### Metal 1, run 1

Scale bar: 20 um. Cells faint in the background.
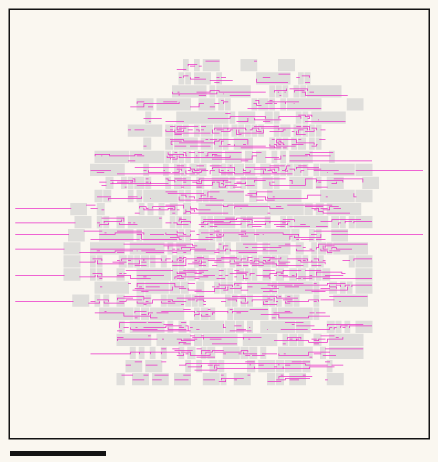
### M2 wires, run 1

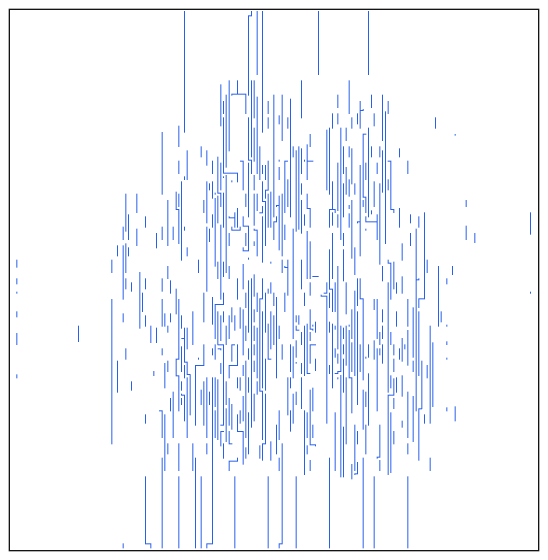
### The metal 3 layer, run 1

Scale bar: 20 um.
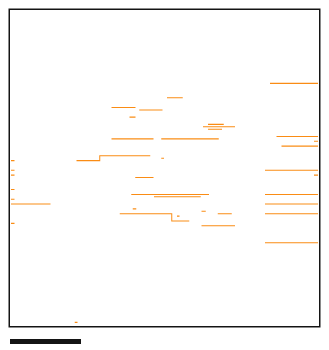
### Sizing map, run 1

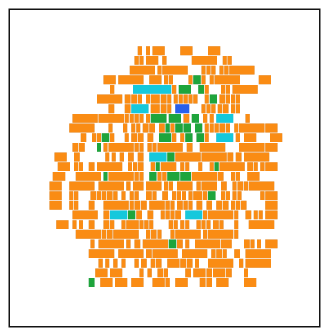
Design bcd_comparator_seq, sky130hd; sources not shown.
==> flow_metrics.tcl, run 1 <==
# yosys + openroad results
set metrics [dict create \
    tool_warnings 25 \
    wire_per_inst_um 12.1 \
    final_antenna_net_count 0 \
    swShare_pct 29.6 \
    ys.flop_type "dfxtp_1" \
    power_switching_w 0.000475 \
    crit_family "simple AND/OR/NAND/NOR gates" \
    dpl.cell_count 419 \
    crit_required_ns 3.05 \
    grt_pass1_vias 2062 \
    drive_above_1_share_pct 9.38 \
    hold_path.class "reg2reg" \
    cts_hold_buf 0 \
    maxSlewViolCount 0 \
    power_density_nw_per_um2 583 \
    clkTransAtPathRegs_ns 0.08 \
    end_kind "flop" \
    final_core_util_pct 60.7 \
    top_usage_layer "met2" \
    buf_share_pct 13.3 \
    globalRouteOverflowTotal 0 \
    clock-sinks 45 \
    ys_sh_adder_pct 2.79 \
    skew_ns 0.00328 \
    nWellTaps 54 \
    cts_root_buf "clkbuf_8" \
    dr_wl_met2_um 2460 \
    initial_core_util_pct 49.5 \
    ys_types 26 \
    p_comb_share_pct 24.0 \
    ioPinCount 38 \
    worstPathMaxFanout 9 \
    ys_sh_simple_pct 31.9 \
    start_kind "flop" \
    dr_wl_met3_um 284 \
    top_cells_by_area "dfxtp_1 (40%), nor2_1 (15%), o21ai_0 (9.1%)" \
    cts.path.max_buffers 2 \
    dpl_cell_area_sq_um 2640 \
    synthCells 339 \
    portBuffers 37 \
    ff_count 45 \
    first_pass_iters 4 \
    power_w 0.00160 \
    drt-met1-wl_um 2300 \
    timing.hold.ws_ns 0.434 \
    antenna_found_initial 0 \
    die_area_sq_um 7740 \
    drc_errors 0 \
    slew_headroom_pct 46.5 \
    track_usage_pct 13.8 \
    num_rows 25 \
    cp_cell_sequence "clkinv_1, nor2_2, a22oi_1, ha_1, nand2_1, inv_2, nand3_2, nor2_2, inv_1, nor2_2, nand2_2, nand2_2, nand2_2, nor2_1, nor2_1" \
    p_clk_share_pct 30.6 \
    critPathMaxStageDelay_ns 0.41 \
    syn_area_sq_um 2240 \
    inv_count 40 \
    ir_drop_mv 0.272 \
    core-area_sq_um 4540 \
    yosys_warnings 0 \
    die_w_um 87 \
    seq_area_sq_um 901 \
    drt_iter0_markers 145 \
    synthMuxAreaShare_pct 0 \
    dp_slack_ns 0.241 \
    synth-edff-count 0 \
    xor_share_pct 0 \
    combinationalPower_w 0.000386 \
    syn_avg_cell_area_sq_um 6.62 \
    ys_sh_aoi_pct 16.4 \
    fin_nets 407 \
    top_layer_used "met4" \
    cp_num_buf_inv 3 \
    seq_share_pct 32.7 \
    period_minus_slack_ns 2.50 \
    timing.final.crit_share_pct 87.8 \
    dp.final_hpwl_um 3750 \
    multiInputCombCellCount 243 \
    worstRegToRegCells 15 \
    synth_flops 45 \
    clk-insertion-delay-late_ns 0.30 \
    cts_resized 0 \
    logic_area_sq_um 1150 \
    htreeDepth 2 \
    max-cap-violations 0 \
    lay_top_cells "nor2_1 (87), nand2_1 (54), dfxtp_1 (45), o21ai_0 (41), clkdlybuf4s50_1 (36)" \
    synth-async-reset-ratio_pct 0 \
    worstSetupPathType "reg2reg" \
    p_int_w 0.00113 \
    logic_family "simple AND/OR/NAND/NOR gates" \
    antenna_cells 0 \
    synth_chip_area_sq_um 2240 \
    tightest_slew_ns 0.801 \
    worst-path-stages 15 \
    sequentialPower_w 0.000729 \
    clkbuf_count 7 \
    status "complete, no violations" \
    yosys.stat.seqShare_pct 40.1 \
    setup_viol 0 \
    grt_max_degree 41 \
    vias_per_cell 5.12 \
    grt_first_pass_wirelength_um 8800 \
    r2r_slack_ns 0.35 \
    ys_cells 339 \
    tritoncts "yes" \
    hold_violations 0 \
    top_cell "nor2_1" \
]
About 'Metal 1':
main direction = horizontal
longest straight run = 24.8 um
nets with wire on the layer = 380
share of all routed wire = 45%
wire length on this layer = 2,300 um
overall routed net length: 5160 um
vias: 2,188

About 'M2 wires':
wire length on this layer = 2,460 um
nets with wire on the layer = 323
share of all routed wire = 48%
longest straight run = 29.9 um
met2 Track Usage GR: 24.0%

About 'The metal 3 layer':
wire length on this layer = 284 um
main direction = horizontal
longest straight run = 21.6 um
GR Layer Usage met3: 3.56%

About 'Sizing map':
drive 6 and up -> cyan  # cells 7, share 1.9%
drive 2 -> green  # cells 27, share 7.2%
drive 1 or less -> orange  # cells 338, share 91%
drive 3 to 4 -> blue  # cells 1, share 0.27%
PnR worst setup slack: 0.349 ns
final instance area: 2750 sq um
Non-clk bufs: 37
Area growth syn-to-layout: 22.7%

--- run 2 (diff from run 1) ---
--- a/config.mk
+++ b/config.mk
@@ -10,10 +10,12 @@
 export CORE_AREA = 10 10 77 79
 export DETAILED_ROUTE_END_ITERATION = 6
 export DIE_AREA = 0 0 87 89
+export GPL_ROUTABILITY_DRIVEN = 0
 export GPL_TIMING_DRIVEN = 0
 export HOLD_SLACK_MARGIN = 0.03
 export PLACE_DENSITY = 0.88
 export REMOVE_ABC_BUFFERS = 1
+export SETUP_SLACK_MARGIN = 0.1
 export SLEW_MARGIN = 30
 export SYNTH_ARGS = -nofsm -noshare
 export SYNTH_HDL_FRONTEND = slang
### M2 wires, run 2

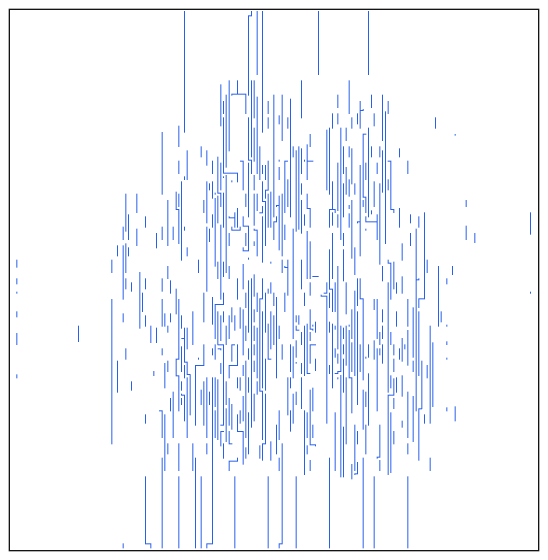
nets with wire on the layer = 323
wire length on this layer = 2,460 um
share of all routed wire = 48%
main direction = vertical

### Metal 1, run 2

Scale bar: 20 um. Cells faint in the background.
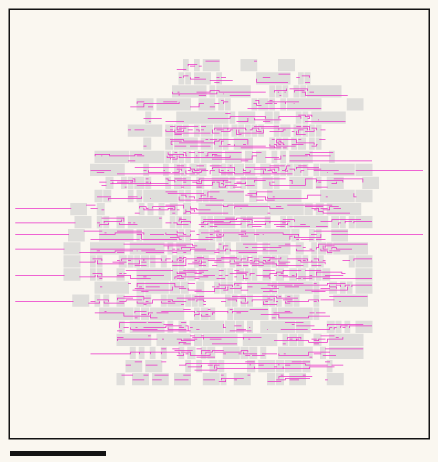
GRT met1 Usage: 15.4%

==> run 2 against run 1 <==
Cell count unchanged. Setup slack is the same. Largest power group unchanged. Register-to-register slack about the same. Sequential power barely moved.
==> flow_metrics.tcl, run 2 <==
# yosys + openroad results
set metrics [dict create \
    drt-met1-wl_um 2300 \
    max-cap-violations 0 \
    drt_iter0_markers 145 \
    wl_um 5160 \
    power_switching_w 0.000475 \
    critPathMaxStageDelay_ns 0.41 \
    inv_count 40 \
    clk-insertion-delay-late_ns 0.30 \
    synth_chip_area_sq_um 2240 \
    hold_violations 0 \
    dp_slack_ns 0.241 \
    power_w 0.00160 \
    logic_area_sq_um 1150 \
    drive_above_1_share_pct 9.38 \
    worstPathMaxFanout 9 \
    track_usage_pct 13.8 \
    dpl.cell_count 419 \
    wire_per_inst_um 12.1 \
    clock-sinks 45 \
    start_kind "flop" \
    grt_max_degree 41 \
    skew_ns 0.00328 \
    seq_share_pct 32.7 \
    final_area_sq_um 2750 \
    status "complete, no violations" \
    top_layer_used "met4" \
    multiInputCombCellCount 243 \
    synthMuxAreaShare_pct 0 \
    buf_share_pct 13.3 \
    setup_viol 0 \
    worstRegToRegCells 15 \
    dpl_cell_area_sq_um 2640 \
    synth-edff-count 0 \
    timing.hold.ws_ns 0.434 \
    ys_sh_aoi_pct 16.4 \
    combinationalPower_w 0.000386 \
    syn2layout_area_growth_pct 22.7 \
    ys_sh_simple_pct 31.9 \
    globalRouteOverflowTotal 0 \
    yosys.stat.seqShare_pct 40.1 \
    top_cells_by_area "dfxtp_1 (40%), nor2_1 (15%), o21ai_0 (9.1%)" \
    grt_pass1_vias 2062 \
    ys_sh_adder_pct 2.79 \
    p_clk_share_pct 30.6 \
    die_area_sq_um 7740 \
    portBuffers 37 \
    final_core_util_pct 60.7 \
    nWellTaps 54 \
    cts_resized 0 \
    worstSetupPathType "reg2reg" \
    initial_core_util_pct 49.5 \
    ys_types 26 \
    cp_cell_sequence "clkinv_1, nor2_2, a22oi_1, ha_1, nand2_1, inv_2, nand3_2, nor2_2, inv_1, nor2_2, nand2_2, nand2_2, nand2_2, nor2_1, nor2_1" \
    ff_count 45 \
    seq_area_sq_um 901 \
    cts_hold_buf 0 \
    num_rows 25 \
    tritoncts "yes" \
    tightest_slew_ns 0.801 \
    end_kind "flop" \
    vias_per_cell 5.12 \
    p_int_w 0.00113 \
    ir_drop_mv 0.272 \
    syn_avg_cell_area_sq_um 6.62 \
    tool_warnings 25 \
    top_cell "nor2_1" \
    grt_first_pass_wirelength_um 8800 \
    ioPinCount 38 \
    first_pass_iters 4 \
    period_minus_slack_ns 2.50 \
    synth-async-reset-ratio_pct 0 \
    synth_flops 45 \
    cts_root_buf "clkbuf_8" \
    top_usage_layer "met2" \
    met2_usage_pct 24.0 \
    slew_headroom_pct 46.5 \
    die_w_um 87 \
    clkbuf_count 7 \
    antenna_found_initial 0 \
    htreeDepth 2 \
    logic_family "simple AND/OR/NAND/NOR gates" \
    synthCells 339 \
    antenna_cells 0 \
    crit_required_ns 3.05 \
]
Power and IR drop assume default switching activity.
